[config.mk]
export PLATFORM = sky130hd
export DESIGN_NAME = light_phase_sequencer
export DESIGN_NICKNAME = d
export VERILOG_FILES = /design/src/rtl/light_phase_sequencer_pkg.sv /design/src/rtl/light_phase_sequencer_phase_timer.sv /design/src/rtl/light_phase_sequencer.sv
export SDC_FILE = /design/constraint.sdc
export NUM_CORES = 1
export LEC_CHECK = 0
export ABC_AREA = 1
export CAP_MARGIN = 5
export CORE_MARGIN = 1
export CORE_UTILIZATION = 40
export DETAILED_ROUTE_END_ITERATION = 8
export PLACE_DENSITY = 0.63
export SYNTH_ARGS = -nofsm -noshare
export SYNTH_HDL_FRONTEND = slang
export SYNTH_HIERARCHICAL = 1
export SYNTH_SLANG_ARGS = --single-unit
[constraint.sdc]
create_clock -name clk -period 2.3 [get_ports clk]
set_input_delay 0.69 -clock clk [delete_from_list [all_inputs] [get_ports clk]]
set_output_delay 0.69 -clock clk [all_outputs]
set_load 0.05 [all_outputs]
[src/rtl/light_phase_sequencer_pkg.sv]
// Shared traffic definitions: state encodings, lamp vector layout and
// default phase durations (also used by the countdown display block).
package light_phase_sequencer_pkg;

    typedef enum logic [2:0] {
        DARK   = 3'd0,
        FLASH  = 3'd1,
        MG     = 3'd2,
        MY     = 3'd3,
        SG     = 3'd4,
        SY     = 3'd5,
        ALLRED = 3'd6
    } state_t;

    // Lamp vector ordering is {r, y, g}
    typedef logic [2:0] lamp_t;
    localparam lamp_t LAMP_OFF = 3'b000;
    localparam lamp_t LAMP_R   = 3'b100;
    localparam lamp_t LAMP_Y   = 3'b010;
    localparam lamp_t LAMP_G   = 3'b001;

    localparam int unsigned DEF_MAIN_GREEN = 30;
    localparam int unsigned DEF_SUB_GREEN  = 20;
    localparam int unsigned DEF_YELLOW     = 3;
    localparam int unsigned DEF_MORE_EXT   = 10;
    localparam int unsigned DEF_MAN_CUT    = 5;
    localparam int unsigned DEF_CNT_W      = 8;

endpackage

[src/rtl/light_phase_sequencer_phase_timer.sv]
// Loadable phase down-counter with cut-to (shorten only), tick enable
// and freeze. expire flags the tick that ends the current phase.
module light_phase_sequencer_phase_timer #(
    parameter int unsigned CNT_W = 8
) (
    input  logic             clk,
    input  logic             rst,
    input  logic             tick,
    input  logic             freeze,
    input  logic             load,
    input  logic [CNT_W-1:0] load_val,
    input  logic             cut,
    input  logic [CNT_W-1:0] cut_val,
    output logic [CNT_W-1:0] count,
    output logic             expire
);

    localparam logic [CNT_W-1:0] ONE = CNT_W'(1);

    assign expire = tick && (count == ONE);

    // Counter: load beats cut, cut beats a tick decrement, freeze beats all
    always_ff @(posedge clk or posedge rst) begin
        if (rst) begin
            count <= '0;
        end else if (!freeze) begin
            if (load) begin
                count <= load_val;
            end else if (cut && (count > cut_val)) begin
                count <= cut_val;
            end else if (tick && (count > ONE)) begin
                count <= count - ONE;
            end
        end
    end

endmodule

[src/rtl/light_phase_sequencer.sv]
// Lamp phase sequencer: turns controller mode flags into main/side lamp
// drives, running the green/yellow/red cycle on the 1 Hz tick.
module light_phase_sequencer
    import light_phase_sequencer_pkg::*;
#(
    parameter int unsigned MAIN_GREEN = DEF_MAIN_GREEN,
    parameter int unsigned SUB_GREEN  = DEF_SUB_GREEN,
    parameter int unsigned YELLOW     = DEF_YELLOW,
    parameter int unsigned MORE_EXT   = DEF_MORE_EXT,
    parameter int unsigned MAN_CUT    = DEF_MAN_CUT,
    parameter int unsigned CNT_W      = DEF_CNT_W
) (
    input  logic             clk,
    input  logic             rst,
    input  logic             tick,
    input  logic             off_r,
    input  logic             polic,
    input  logic             yellow_r,
    input  logic             pause_r,
    input  logic             online_r,
    input  logic             busy_r,
    input  logic             main_more,
    input  logic             sub_more,
    input  logic             main_green_change,
    input  logic             main_red_change,
    input  logic             main_man,
    input  logic             sub_man,
    output logic             main_r,
    output logic             main_y,
    output logic             main_g,
    output logic             sub_r,
    output logic             sub_y,
    output logic             sub_g,
    output logic [CNT_W-1:0] countdown,
    output logic [2:0]       phase
);

    localparam logic [CNT_W-1:0] MAIN_V = CNT_W'(MAIN_GREEN);
    localparam logic [CNT_W-1:0] SUB_V  = CNT_W'(SUB_GREEN);
    localparam logic [CNT_W-1:0] YEL_V  = CNT_W'(YELLOW);
    localparam logic [CNT_W-1:0] EXT_V  = CNT_W'(MORE_EXT);
    localparam logic [CNT_W-1:0] CUT_V  = CNT_W'(MAN_CUT);

    state_t           state, state_nxt;
    logic             held, held_nxt;
    logic             toggle, toggle_nxt;
    lamp_t            main_nxt, sub_nxt;
    logic             load, cut, freeze, expire;
    logic [CNT_W-1:0] load_val, main_len, sub_len;

    assign main_len = MAIN_V + ((busy_r && main_more) ? EXT_V : '0);
    assign sub_len  = SUB_V  + ((busy_r && sub_more)  ? EXT_V : '0);
    assign phase    = state;

    light_phase_sequencer_phase_timer #(
        .CNT_W(CNT_W)
    ) u_timer (
        .clk     (clk),
        .rst     (rst),
        .tick    (tick),
        .freeze  (freeze),
        .load    (load),
        .load_val(load_val),
        .cut     (cut),
        .cut_val (CUT_V),
        .count   (countdown),
        .expire  (expire)
    );

    // Mode priority, phase advance and lamp decode of the next state.
    // held marks the online hold so the first normal clk reloads the
    // (possibly extended) main green rather than continuing the count.
    always_comb begin
        state_nxt  = state;
        held_nxt   = held;
        toggle_nxt = toggle;
        load       = 1'b0;
        load_val   = '0;
        cut        = 1'b0;
        freeze     = 1'b0;
        if (off_r) begin
            state_nxt = DARK;
            load      = 1'b1;
            held_nxt  = 1'b0;
        end else if (polic) begin
            state_nxt = ALLRED;
            load      = 1'b1;
            held_nxt  = 1'b0;
        end else if (yellow_r) begin
            state_nxt  = FLASH;
            load       = 1'b1;
            held_nxt   = 1'b0;
            toggle_nxt = toggle ^ tick;
        end else if (pause_r) begin
            freeze = 1'b1;
        end else if (online_r) begin
            state_nxt = MG;
            load      = 1'b1;
            load_val  = MAIN_V;
            held_nxt  = 1'b1;
        end else if (held) begin
            state_nxt = MG;
            load      = 1'b1;
            load_val  = main_len;
            held_nxt  = 1'b0;
        end else begin
            case (state)
                DARK, FLASH, ALLRED: begin
                    state_nxt = MG;
                    load      = 1'b1;
                    load_val  = main_len;
                end
                MG: begin
                    cut = main_man;
                    if (expire) begin
                        load = 1'b1;
                        if (main_green_change) begin
                            load_val = main_len;
                        end else begin
                            state_nxt = MY;
                            load_val  = YEL_V;
                        end
                    end
                end
                MY: begin
                    if (expire) begin
                        state_nxt = SG;
                        load      = 1'b1;
                        load_val  = sub_len;
                    end
                end
                SG: begin
                    cut = sub_man;
                    if (expire) begin
                        load = 1'b1;
                        if (main_red_change) begin
                            load_val = sub_len;
                        end else begin
                            state_nxt = SY;
                            load_val  = YEL_V;
                        end
                    end
                end
                SY: begin
                    if (expire) begin
                        state_nxt = MG;
                        load      = 1'b1;
                        load_val  = main_len;
                    end
                end
                default: begin
                    state_nxt = DARK;
                    load      = 1'b1;
                end
            endcase
        end

        main_nxt = LAMP_OFF;
        sub_nxt  = LAMP_OFF;
        case (state_nxt)
            FLASH: begin
                main_nxt = {1'b0, toggle_nxt, 1'b0};
                sub_nxt  = {1'b0, toggle_nxt, 1'b0};
            end
            MG:      begin main_nxt = LAMP_G; sub_nxt = LAMP_R; end
            MY:      begin main_nxt = LAMP_Y; sub_nxt = LAMP_R; end
            SG:      begin main_nxt = LAMP_R; sub_nxt = LAMP_G; end
            SY:      begin main_nxt = LAMP_R; sub_nxt = LAMP_Y; end
            ALLRED:  begin main_nxt = LAMP_R; sub_nxt = LAMP_R; end
            default: begin main_nxt = LAMP_OFF; sub_nxt = LAMP_OFF; end
        endcase
    end

    // State, hold flag, flash toggle and registered lamp drives
    always_ff @(posedge clk or posedge rst) begin
        if (rst) begin
            state                   <= DARK;
            held                    <= 1'b0;
            toggle                  <= 1'b0;
            {main_r, main_y, main_g} <= LAMP_OFF;
            {sub_r, sub_y, sub_g}    <= LAMP_OFF;
        end else begin
            state                   <= state_nxt;
            held                    <= held_nxt;
            toggle                  <= toggle_nxt;
            {main_r, main_y, main_g} <= main_nxt;
            {sub_r, sub_y, sub_g}    <= sub_nxt;
        end
    end

endmodule
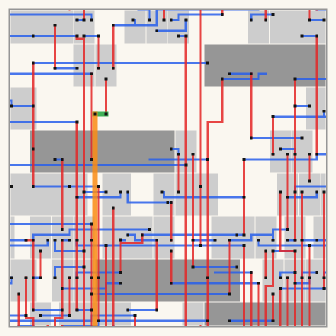
Run 1: close-up of the layout
Window x 42 to 62, y 42 to 62 um. Cells in grey, sequential cells in the stronger grey; small squares are vias.
| colour | layer |
|---|---|
| orange | met4 |
| blue | met1 |
| green | met3 |
| red | met2 |
cells with their middle in the window: 40
netlist names of flops here include: u_timer/count (4)
most frequent: nand2_1 (17), nor2_1 (5), dfrtp_1 (4)
sequential cells in the window: 4

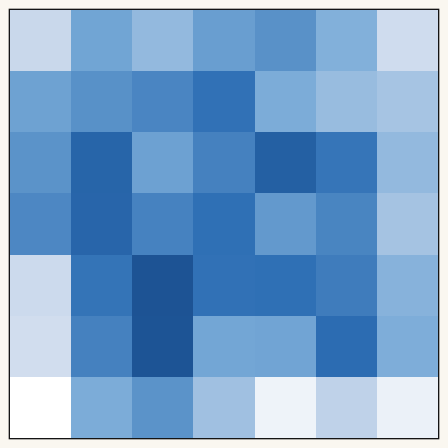
Run 1: local utilization
The die is cut into 7 by 7 equal tiles; white is low, dark blue is high, 0 to 100% covered.
fullest tile: 86%
tiles over 75% full: 12%
nearly empty tiles: 2.0%
mean over tiles: 53%
densest ninth of the die: centre

==> impl_metrics.env, run 1 <==
# flow metrics
export IMPL_grt_pass1_vias=1842
export IMPL_crit_slowest_cell="clkdlybuf4s50_1"
export IMPL_drtPass1Iterations=4
export IMPL_final_nets=400
export IMPL_htree_levels=1
export IMPL_vias=2026
export IMPL_routed_wl_um=4809
export IMPL_powerDensity_nw_per_um2=420.4
export IMPL_pre_cts_ws_ns=-0.4580
export IMPL_diodes=0
export IMPL_max_slew_worst_pin_slew_ns=0.5171
export IMPL_clock_skew_ns=0.003002
export IMPL_dpl_hpwl_um=3767
export IMPL_port_buffers=31
export IMPL_min_path_type="reg -> reg"
export IMPL_status="finished clean"
export IMPL_mux_share=0
export IMPL_rows=24
export IMPL_fp_util=0.4218
export IMPL_grt_overflow=0
export IMPL_cts_tree="built"
export IMPL_ys_seq_frac=0.2571
export IMPL_cp_start_kind="flop"
export IMPL_max_freq_mhz=457.7
export IMPL_power_leakage_nw=1.433
export IMPL_setup_violations=0
export IMPL_period_used=0.9499
export IMPL_wl_per_cell_um=11.29
export IMPL_syn_to_final_growth_pct=44.72
export IMPL_synthCells=289
export IMPL_yosys_area_um2=1849
export IMPL_ys_cells=289
export IMPL_synthTopCellsByArea="dfrtp_1 (26%), nand2_1 (15%), inv_1 (8.7%)"
export IMPL_syn_area_per_cell_um2=6.399
export IMPL_ys_warn_count=6
export IMPL_design_area_um2=2676
export IMPL_finalWorstSetupSlack_ns=0.1152
export IMPL_drtAntennaViolNets=0
export IMPL_cts_sinks=19
export IMPL_end_kind="primary output"
export IMPL_worst_ir_drop_vdd_mv=0.4213
export IMPL_slew_headroom=0.6542
export IMPL_synth_seq_cells=19
export IMPL_rsz0062_at_grt="no"
export IMPL_drv_cap=0
export IMPL_chip_area_um2=4899
export IMPL_drc=0
export IMPL_track_usage=0.1952
export IMPL_synth_xor_xnor_area_share=0.01894
export IMPL_top_cell_area_share=0.2571
export IMPL_setup_tns_ns=0
export IMPL_cts_root_buf="clkbuf_8"
export IMPL_fillCellCount=412
export IMPL_clkLatencyLatePin_ns=0.25
export IMPL_ys_types=33
export IMPL_slew_violations=0
export IMPL_cts_path_max_buffers=2
export IMPL_period_minus_slack_ns=2.185
export IMPL_synth_simple_area_share=0.4330
export IMPL_worstPathMaxFanout=3
export IMPL_cp_arrival_ns=1.49
export IMPL_drtIter0Drc=49
export IMPL_warnings=28
export IMPL_path_cells="buf_4 -> clkdlybuf4s50_1"
export IMPL_layout_drive_gt1_share=0.2567
export IMPL_worstPathRequired_ns=1.61
export IMPL_io_pin_count=32
export IMPL_fin_util=0.6104
export IMPL_gp_congestion=0.8884
export IMPL_slowest_delay_ns=0.79
export IMPL_adder_share=0.06766
export IMPL_topCombFamilyByArea="simple AND/OR/NAND/NOR gates"
export IMPL_drt_vias_per_instance=4.756
export IMPL_grt_max_degree=15
export IMPL_mostFrequentLayoutCell="nand2_1"
export IMPL_die_y_um=70.00
export IMPL_antenna_found_initial=0
export IMPL_coreArea_um2=4384
export IMPL_fp_dieW_um=70.00
export IMPL_cts_buffers=3
export IMPL_synth_area_leader_cell="dfrtp_1"
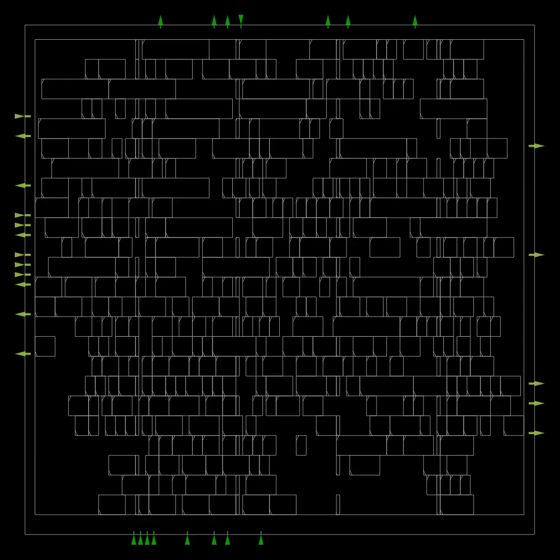
Run 1: placement view
# Taps: 52
Seq area share: 0.1777

[run 1: per-stage QoR]
stage               cells  hold WS [ns]
CTS                   419        0.5525
global placement      414        0.5393
floorplan             304        0.5057
detailed placement    414        0.5333
finish                426        0.5409
global route          426        0.5757
[run 1: where the power goes]
part           internal, mW  leakage (nW)  switching (mW)
Clock                 0.120        0.0255           0.107
Combinational         0.191          1.16           0.322
Sequential            0.365         0.248          0.0194
[run 1: final timing paths]
| kind | from | to | slack, ns | cells after the start |
|---|---|---|---|---|
| hold / removal | u_timer/count[0] | u_timer/count[0] | 0.54 | 2 |
| setup reg to reg | u_timer/count[1] | u_timer/count[6] | 0.14 | 14 |
| max in group asynchronous | rst | sub_r | 1.25 | 2 |
| setup / recovery | u_timer/count[1] | countdown[1] | 0.12 | 2 |
| min in group asynchronous | rst | u_timer/count[0] | 0.71 | 2 |
| hold reg to reg | u_timer/count[0] | u_timer/count[0] | 0.54 | 2 |
[run 1: cell type report]
type                       instances  area, um2  share of cell area
clock inverter                     1      5.005            0.001870
inverter                          47      180.2             0.06732
sequential                        19      475.5              0.1777
clock buffer                       3      41.29             0.01543
multi-input combinational        237       1341              0.5012
timing repair buffer              67      568.0              0.2122
tap                               52      65.06             0.02431
[run 1: state kept, by name (all words and copies together), names as in the netlist]
signal / cells
u_timer/count: 8
held: 1
toggle: 1
main_y: 1
main_g: 1
phase: 3
sub_g: 1
sub_r: 1
main_r: 1
sub_y: 1
[run 1: synthesized netlist by cell type]
library cell,number
nand4_1,2
a21oi_4,2
nor3_1,5
ha_1,10
a21oi_1,13
a22o_2,1
xor2_1,4
a31oi_1,1
nand2_1,76
a41oi_1,1
nor2_4,2
o211ai_1,1
a21boi_4,1
nor2_1,42
nand3_2,1
inv_2,3
clkinv_1,1
o21ai_0,4
conb_1,2
inv_1,43
a22oi_1,1
nand3_1,27
a211oi_1,1
o22ai_1,1
and2_1,1
a21o_1,1
nand2_4,4
a21oi_2,1
dfrtp_1,19
nand3b_1,1
nand2_2,8
nor2_2,7
buf_6,2
[run 1: kinds of logic after synthesis]
logic type / Yosys count
adders and majority gates: 10
other: 2
and+or+nand+nor: 176
buffers and inverters: 49
DFF: 19
xor gates and xnor gates: 4
AOI/OAI and AO/OA: 29
[run 1: worst max-delay path, delay by kind of cell (launching register included)]
kind,cells,cell delay [ns]
buffers and inverters,2,0.91
DFF,1,0.34
[run 1: what timing repair did]
item                                    CTS  global route
pin swaps                                 3            10
endpoints found under the setup margin    8            15
hold buffers                              0             0
hold endpoints to repair                  0             0
resized                                   6            21
setup buffers                             1             6
cloned                                    0             1
[run 1: layer usage]
metal  vias up  global-route usage  wire, um
met5         -                   0         0
met4         0             0.03778        72
li1       1062                   -         -
met1       914              0.2391      2083
met3         6             0.03608       180
met2        44              0.3558      2473
==> run 2: changes to the inputs <==
TNS_END_PERCENT = 20   (was not set)
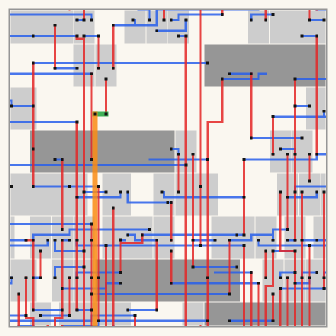
Run 2: close-up of the layout
Window x 42 to 62, y 42 to 62 um. Cells in grey, sequential cells in the stronger grey; small squares are vias.
| colour | layer |
|---|---|
| blue | met1 |
| red | met2 |
| orange | met4 |
| green | met3 |
netlist names of flops here include: u_timer/count (4)
most frequent: nand2_1 (17), nor2_1 (5), dfrtp_1 (4)
sequential cells in the window: 4
cells with their middle in the window: 40

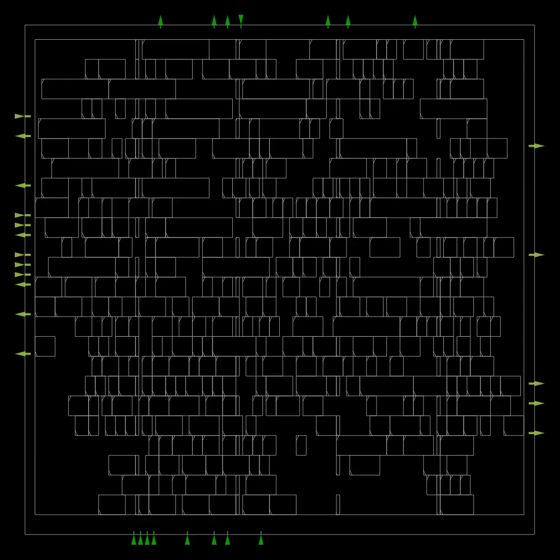
Run 2: placement view
CORE AREA: 4384 um2
post-layout util: 0.6104
fillers: 412

==> impl_metrics.env, run 2 <==
# flow metrics
export IMPL_status="finished clean"
export IMPL_wl_per_cell_um=11.29
export IMPL_slew_headroom=0.6542
export IMPL_largest_register="u_timer/count"
export IMPL_power_leakage_nw=1.433
export IMPL_ys_cells=289
export IMPL_ys_seq_frac=0.2571
export IMPL_p_sw_frac=0.3986
export IMPL_cts_sinks=19
export IMPL_async_flop_share=1.000
export IMPL_drv_cap=0
export IMPL_yosys_area_um2=1849
export IMPL_cp_start_kind="flop"
export IMPL_track_usage=0.1952
export IMPL_rows=24
export IMPL_layout_drive_gt1_share=0.2567
export IMPL_ys_types=33
export IMPL_slew_violations=0
export IMPL_period_minus_slack_ns=2.185
export IMPL_port_buffers=31
export IMPL_grt_max_degree=15
export IMPL_stdcell_count=426
export IMPL_synth_top_cell_by_count="nand2_1"
export IMPL_edf_count=0
export IMPL_grt_pass1_vias=1842
export IMPL_crit_slowest_cell="clkdlybuf4s50_1"
export IMPL_drt_vias_per_instance=4.756
export IMPL_dp_cells=414
export IMPL_clkLatencyLatePin_ns=0.25
export IMPL_vias=2026
export IMPL_seq_area_um2=475.5
export IMPL_drc=0
export IMPL_routed_wl_um=4809
export IMPL_slowest_delay_ns=0.79
export IMPL_drtIter0Drc=49
==> run 2: cell counts in the layout (fill, tap and decap cells not counted) <==
No cell type changed its count.
==> run 2: timing repair <==
| item | CTS | global route |
|---|---|---|
| endpoints found under the hold margin | 0 | 0 |
| resized | 6 | 21 |
| setup endpoints to repair | 8 | 15 |
| pin swaps | 3 | 10 |
| gates cloned | 0 | 1 |
| buffers inserted | 1 | 6 |
==> run 2: layer usage <==
layer / GRT usage / routed length [um]
met4: 0.03778 / 72
met5: 0 / 0
met1: 0.2391 / 2083
met3: 0.03608 / 180
met2: 0.3558 / 2473
==> run 2: path summary, 6_finish.rpt <==
path / to / slack, ns / depth (start not counted)
max: countdown[1] / 0.12 / 2
min: u_timer/count[0] / 0.54 / 2
max reg2reg: u_timer/count[6] / 0.14 / 14
min reg2reg: u_timer/count[0] / 0.54 / 2
max in group asynchronous: sub_r / 1.25 / 2
min in group asynchronous: u_timer/count[0] / 0.71 / 2
==> run 2: worst max-delay path: cells and delay by family (launching register included) <==
family / cells / cell delay (ns)
buf+inv: 2 / 0.91
flops: 1 / 0.34
==> run 2: area by class of cell <==
class / count / area share
Sequential cell: 19 / 0.1777
Clock inverter: 1 / 0.001870
Multi-Input combinational cell: 237 / 0.5012
Timing Repair Buffer: 67 / 0.2122
Clock buffer: 3 / 0.01543
Tap cell: 52 / 0.02431
Inverter: 47 / 0.06732
==> run 2: cell families after synthesis <==
group / synth area share
and+or+nand+nor: 0.4330
buffers and inverters: 0.1076
AOI/OAI and AO/OA: 0.1116
DFF: 0.2571
adders and majority gates: 0.06766
xor gates and xnor gates: 0.01894
other: 0.004061
==> run 2: power by group through the flow <==
stage / Sequential, mW / Combinational, mW / Clock, mW
after floorplan: 0.474 / 0.243 / 0
after global placement: 0.390 / 0.490 / 0
after detailed placement: 0.389 / 0.491 / 0
after CTS: 0.384 / 0.498 / 0.237
after global routing: 0.389 / 0.568 / 0.248
final: 0.384 / 0.514 / 0.227
Power and IR drop assume default switching activity.
